**config.mk**
```make
export PLATFORM = sky130hd
export DESIGN_NAME = bram_frame_reader
export DESIGN_NICKNAME = d
export VERILOG_FILES = /design/src/rtl/hfswr_rx_pkg.sv /design/src/rtl/sync_fifo.sv /design/src/rtl/bram_frame_reader.sv
export SDC_FILE = /design/constraint.sdc
export NUM_CORES = 1
export LEC_CHECK = 0
export CAP_MARGIN = 20
export CORE_MARGIN = 2
export CORE_UTILIZATION = 50
export CTS_CLUSTER_SIZE = 28
export DETAILED_ROUTE_END_ITERATION = 10
export GPL_TIMING_DRIVEN = 0
export PLACE_DENSITY = 0.81
export SYNTH_ARGS = -nofsm -noshare
export SYNTH_HDL_FRONTEND = slang
export SYNTH_SLANG_ARGS = --single-unit
export TNS_END_PERCENT = 100
```
**constraint.sdc**
```tcl
create_clock -name clk -period 5.58 [get_ports clk]
set_clock_uncertainty 0.05 [all_clocks]
set_input_delay 0.837 -clock clk [delete_from_list [all_inputs] [get_ports clk]]
set_output_delay 0.837 -clock clk [all_outputs]
set_load 0.005 [all_outputs]
```
**src/rtl/hfswr_rx_pkg.sv**
```systemverilog
// Shared definitions for the half-frame BRAM readout path: FSM encoding and
// output FIFO sizing.
package hfswr_rx_pkg;

    typedef enum logic [1:0] {
        ST_IDLE  = 2'd0,
        ST_READ  = 2'd1,
        ST_DRAIN = 2'd2
    } rd_state_t;

    // Enough room for every word that can be in the BRAM pipeline plus two,
    // so reads can issue every cycle while the stream keeps up.
    function automatic int fifo_depth(input int rd_lat);
        return rd_lat + 2;
    endfunction

endpackage

```
**src/rtl/sync_fifo.sv**
```systemverilog
// Synchronous first-word-fall-through FIFO; head word is visible on o_dout
// whenever o_empty is low.
module sync_fifo #(
    parameter int WIDTH = 33,
    parameter int DEPTH = 4
) (
    input  logic                           clk,
    input  logic                           rst,
    input  logic                           i_push,
    input  logic [WIDTH-1:0]               i_din,
    input  logic                           i_pop,
    output logic [WIDTH-1:0]               o_dout,
    output logic                           o_empty,
    output logic [$clog2(DEPTH+1)-1:0]     o_count
);
    localparam int AW = (DEPTH > 1) ? $clog2(DEPTH) : 1;
    localparam int CW = $clog2(DEPTH+1);

    logic [WIDTH-1:0] r_mem [DEPTH];
    logic [AW-1:0]    r_wp, r_rp;
    logic [CW-1:0]    r_cnt;
    logic             w_full, w_push, w_pop;

    assign w_full  = (r_cnt == CW'(DEPTH));
    assign o_empty = (r_cnt == '0);
    assign o_count = r_cnt;
    assign o_dout  = r_mem[r_rp];
    assign w_push  = i_push & ~w_full;
    assign w_pop   = i_pop & ~o_empty;

    always_ff @(posedge clk) begin
        if (w_push) r_mem[r_wp] <= i_din;
    end

    always_ff @(posedge clk) begin
        if (rst) begin
            r_wp  <= '0;
            r_rp  <= '0;
            r_cnt <= '0;
        end else begin
            if (w_push) r_wp <= (r_wp == AW'(DEPTH-1)) ? '0 : r_wp + 1'b1;
            if (w_pop)  r_rp <= (r_rp == AW'(DEPTH-1)) ? '0 : r_rp + 1'b1;
            case ({w_push, w_pop})
                2'b10:   r_cnt <= r_cnt + 1'b1;
                2'b01:   r_cnt <= r_cnt - 1'b1;
                default: r_cnt <= r_cnt;
            endcase
        end
    end

endmodule

```
**src/rtl/bram_frame_reader.sv**
```systemverilog
// Streams the just-completed half of a ping-pong capture BRAM out as one
// AXI-Stream half-frame each time the writer switches halves.
module bram_frame_reader
    import hfswr_rx_pkg::*;
#(
    parameter int POS_DIG = 13,
    parameter int DATA_W  = 32,
    parameter int RD_LAT  = 2
) (
    input  logic              clk,
    input  logic              rst,
    input  logic              wr_half,
    output logic              bram_en,
    output logic [31:0]       bram_addr,
    input  logic [DATA_W-1:0] bram_dout,
    output logic [DATA_W-1:0] m_tdata,
    output logic              m_tvalid,
    input  logic              m_tready,
    output logic              m_tlast,
    output logic              busy,
    output logic              overrun
);
    localparam int FIFO_DEPTH = fifo_depth(RD_LAT);
    localparam int N_W        = POS_DIG - 2;
    localparam int CNT_W      = $clog2(FIFO_DEPTH + 1);

    rd_state_t        r_state, w_next;
    logic             r_wr_half_q, r_half, r_overrun;
    logic [N_W-1:0]   r_word_cnt;
    logic [RD_LAT:1]  r_vld_pipe, r_last_pipe;
    logic             w_toggle, w_issue, w_credit, w_last_word, w_pop, w_empty;
    logic [CNT_W-1:0] w_fifo_cnt, w_inflight;
    logic [DATA_W:0]  w_head;
    logic [31:0]      w_addr;

    assign w_toggle    = wr_half ^ r_wr_half_q;
    assign w_credit    = ({1'b0, w_fifo_cnt} + {1'b0, w_inflight}) < (CNT_W+1)'(FIFO_DEPTH);
    assign w_issue     = (r_state == ST_READ) && w_credit;
    assign w_last_word = (r_word_cnt == '1);

    always_comb begin
        w_inflight = '0;
        for (int i = 1; i <= RD_LAT; i++) w_inflight = w_inflight + CNT_W'(r_vld_pipe[i]);
    end

    always_comb begin
        w_addr            = '0;
        w_addr[POS_DIG]   = r_half;
        w_addr[POS_DIG-1:2] = r_word_cnt;
    end

    assign bram_en   = w_issue;
    assign bram_addr = (r_state == ST_READ) ? w_addr : 32'd0;
    assign busy      = (r_state != ST_IDLE);
    assign overrun   = r_overrun;

    always_comb begin
        w_next = r_state;
        case (r_state)
            ST_IDLE:  if (w_toggle) w_next = ST_READ;
            ST_READ:  if (w_issue && w_last_word) w_next = ST_DRAIN;
            ST_DRAIN: if (m_tvalid && m_tready && m_tlast) w_next = ST_IDLE;
            default:  w_next = ST_IDLE;
        endcase
    end

    always_ff @(posedge clk) begin
        if (rst) begin
            r_state     <= ST_IDLE;
            r_wr_half_q <= 1'b0;
            r_half      <= 1'b0;
            r_word_cnt  <= '0;
            r_overrun   <= 1'b0;
            r_vld_pipe  <= '0;
            r_last_pipe <= '0;
        end else begin
            r_state     <= w_next;
            r_wr_half_q <= wr_half;
            if (r_state == ST_IDLE && w_toggle) begin
                r_half     <= r_wr_half_q;
                r_word_cnt <= '0;
            end else if (w_issue) begin
                r_word_cnt <= r_word_cnt + 1'b1;
            end
            // A switch mid-frame is flagged and dropped; the current frame runs on.
            if (w_toggle && r_state != ST_IDLE) r_overrun <= 1'b1;
            r_vld_pipe[1]  <= w_issue;
            r_last_pipe[1] <= w_issue & w_last_word;
            for (int i = 2; i <= RD_LAT; i++) begin
                r_vld_pipe[i]  <= r_vld_pipe[i-1];
                r_last_pipe[i] <= r_last_pipe[i-1];
            end
        end
    end

    assign w_pop    = m_tvalid & m_tready;
    assign m_tvalid = ~w_empty;
    assign m_tdata  = w_head[DATA_W-1:0];
    assign m_tlast  = ~w_empty & w_head[DATA_W];

    sync_fifo #(.WIDTH(DATA_W+1), .DEPTH(FIFO_DEPTH)) u_fifo (
        .clk     (clk),
        .rst     (rst),
        .i_push  (r_vld_pipe[RD_LAT]),
        .i_din   ({r_last_pipe[RD_LAT], bram_dout}),
        .i_pop   (w_pop),
        .o_dout  (w_head),
        .o_empty (w_empty),
        .o_count (w_fifo_cnt)
    );

endmodule

```
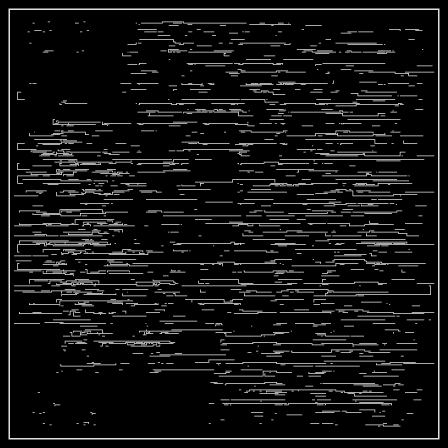
**Above:** run 1 (M1 wires).
The layer holds 43% of the routed length. The wires run mostly horizontal.

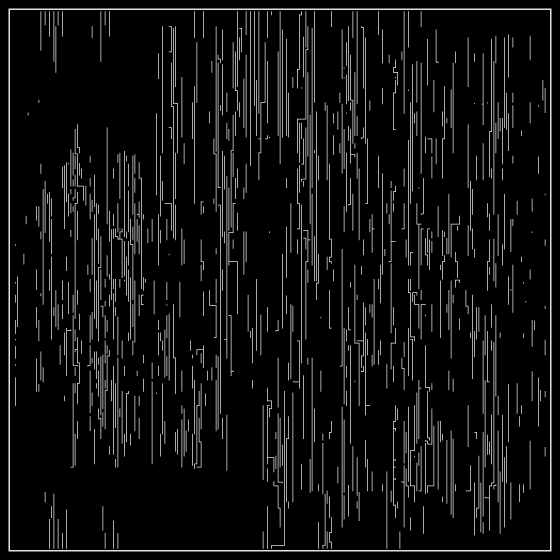
**Above:** run 1 (met2 routing).
The layer carries 5650 microns of wire. The longest straight run is 44.9 microns.

==> results_dict.tcl, run 1 <==
# yosys + openroad results
set metrics [dict create \
    synth_top_area_share_pct 62.9 \
    final-hold-violation-count 0 \
    synthFlopType "edfxtp_1" \
    clock_sinks 161 \
    cap_violations 0 \
    ys_types 33 \
    fin_ws_ns 2.21 \
    seqAreaFraction_pct 56.5 \
    detail_route.wl_per_cell_microns 17.4 \
    dr_wl_met2_mm 5.65 \
    combPwrFrac_pct 11.1 \
    overflow 0 \
    routabilityCongestion 0.814 \
    ys_sh_mux_pct 12.4 \
    fp.dieArea_sq_mm 0.0135 \
    met2_usage_pct 28.8 \
    hold_ws_ns 0.397 \
    hold_start "r_last_pipe[1]" \
    clk_path_buf_depth 2 \
    mostFrequentLayoutCells "edfxtp_1 (132), clkdlybuf4s50_1 (83), mux4_2 (33), dfxtp_1 (29), buf_4 (21)" \
    status "completed" \
    largest_area_cell "edfxtp_1" \
    rsz0062_at_grt "false" \
    cts-root-buf "clkbuf_16" \
    drc 0 \
    cp_cell_sequence "clkbuf_1, buf_2, mux4_2, clkdlybuf4s50_1" \
    area_growth_pct 27.5 \
    start_kind "register" \
    tightest_slew_ns 0.921 \
    cp.arrival_ns 2.48 \
    synthAoiAreaFrac_pct 2.00 \
]
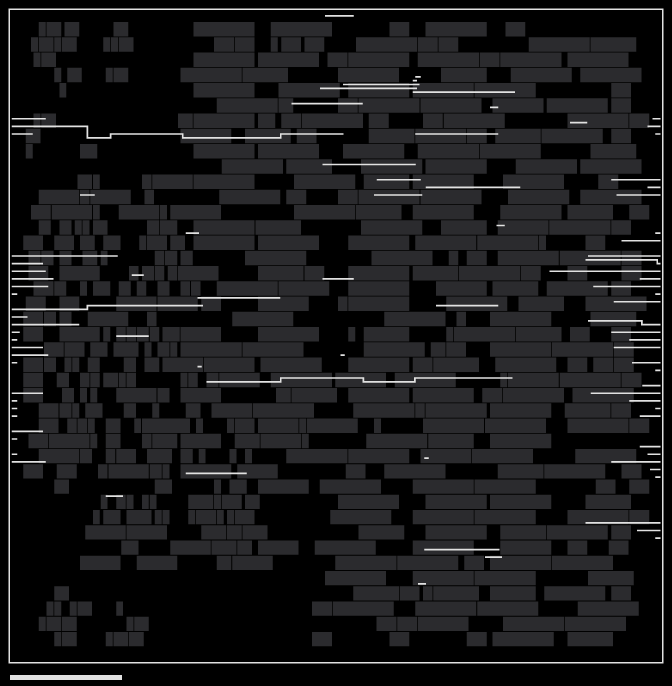
**Above:** run 1 (met3 routing).
The bar under the picture is 20 microns long. Cells faint in the background.
74 nets have wire on it. The wires run mostly horizontal. The layer carries 661 microns of wire. The layer holds 5.8% of the routed length.
via count: 3374
total wire length: 11.5 mm
met3 usage: 4.77%

==> run 1: worst paths after layout <==
check,endpoint
worst max-delay path,m_tdata[20]
worst min-delay path,r_last_pipe[2]
worst max register to register,u_fifo.o_count[2]
worst min register to register,r_last_pipe[2]
==> run 1: logic make-up after synthesis <==
group	after synthesis
and+or+nand+nor	74
buffers and inverters	41
muxes	37
other	1
AOI/OAI and AO/OA	22
DFF	161
xor gates and xnor gates	8
adders and majority gates	10
==> run 1: registers in the layout, indices dropped and copies added, names as in the netlist, named ones only <==
name            count
u_fifo.r_mem      132
r_word_cnt         11
u_fifo.o_count      3
r_last_pipe         2
r_state             2
r_vld_pipe          2
u_fifo.r_rp         2
u_fifo.r_wp         2
overrun             1
r_half              1
r_wr_half_q         1
## Run 2: what changed since run 1
==> constraint.sdc (replaced) <==
create_clock -name clk -period 3.3 [get_ports clk]
set_clock_uncertainty 0.05 [all_clocks]
set_input_delay 0.495 -clock clk [delete_from_list [all_inputs] [get_ports clk]]
set_output_delay 0.495 -clock clk [all_outputs]
set_load 0.005 [all_outputs]
==> run 2 against run 1 <==
Clock-buffer cell count unchanged; cell count stayed put; synthesized cell count unchanged; sequential share of layout area stayed put; critical path depth did not move; sequential power is 69% higher; non-clock buffer count stayed put; critical path type unchanged; largest power group unchanged; highest routed layer unchanged.
==> results_dict.tcl, run 2 <==
# yosys + openroad results
set metrics [dict create \
    drc 0 \
    hold_ws_ns 0.267 \
    cp_cell_sequence "clkbuf_1, buf_2, mux4_2, clkdlybuf4s50_1" \
    top_register "u_fifo.r_mem" \
    largest_reg_flops 132 \
    mostFrequentLayoutCells "edfxtp_1 (132), clkdlybuf4s50_1 (83), mux4_2 (33), dfxtp_1 (29), buf_4 (21)" \
    synthAoiAreaFrac_pct 2.00 \
    drt-met1-wl_mm 4.95 \
    overflow 0 \
    final-hold-violation-count 0 \
    drtAntennaViolNets 0 \
    routabilityCongestion 0.814 \
    fp-utilization_pct 50.6 \
    rsz0062_at_grt "false" \
    start_kind "register" \
    fin_ws_ns 0.276 \
    clock_sinks 161 \
    met3_usage_pct 4.77 \
    postCtsSetupBuffers 0 \
    largest_area_cell "edfxtp_1" \
    dr_wl_met2_mm 5.65 \
    cap_violations 0 \
    ys_types 33 \
    cts-root-buf "clkbuf_16" \
    clk_path_buf_depth 2 \
    finalWirelength_mm 11.5 \
    status "completed" \
    tightest_slew_ns 0.921 \
    synth_top_area_share_pct 62.9 \
    via_count 3374 \
    timing.fmax_ghz 0.331 \
]
run 2: path summary, 6_finish.rpt:
path	from	to	cells after the start
worst max-delay path	register	m_tdata[20]	4
worst min-delay path	rst	r_state[1]	2
worst max register to register	u_fifo.o_count[0]	u_fifo.o_count[2]	9
worst min register to register	r_last_pipe[1]	r_last_pipe[2]	1
run 2: power breakdown:
part	internal (W)	switching [W]	leakage (nW)
registers	0.00223	0.0000211	1.43
clock network	0.00119	0.000764	0.277
logic	0.000311	0.000215	1.02
run 2: layout make-up:
class	count	area (sq um)
plain buffers	32	203
clock buffers	18	429
clock inverters	13	160
fillers	895	4430
inverters	9	33.8
multi-input cells	171	1600
flip-flops and latches	161	4540
well taps	172	215
repair buffers	84	851
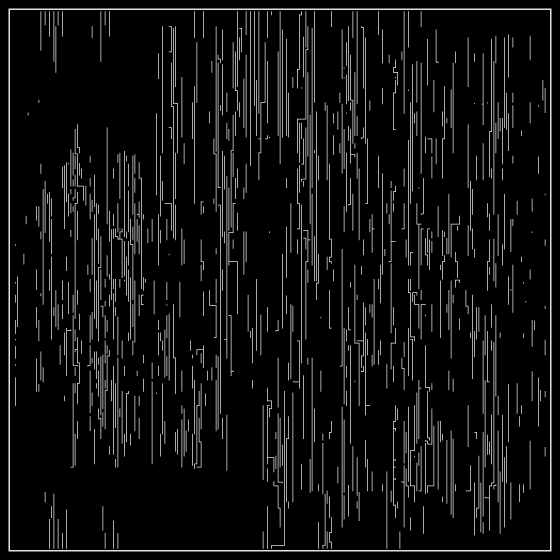
**Above:** run 2 (met2 routing).
458 nets have wire on it. The layer holds 49% of the routed length.
met2 Usage GRT: 28.8%

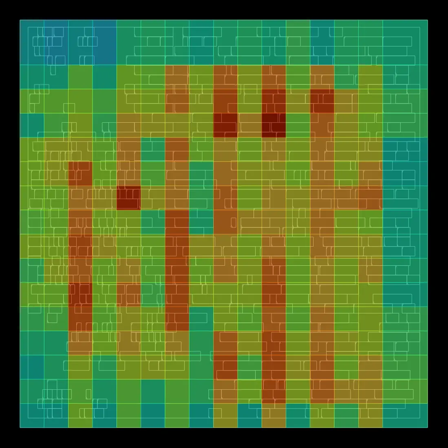
**Above:** run 2 (congestion heat map).
wire length per cell: 17.4 microns
busiest layer in global routing: met2
fin util: 64.5%
met1 GRT Util: 23.4%
GRT Resource Usage Total: 17.9%

Power and IR drop assume default switching activity.
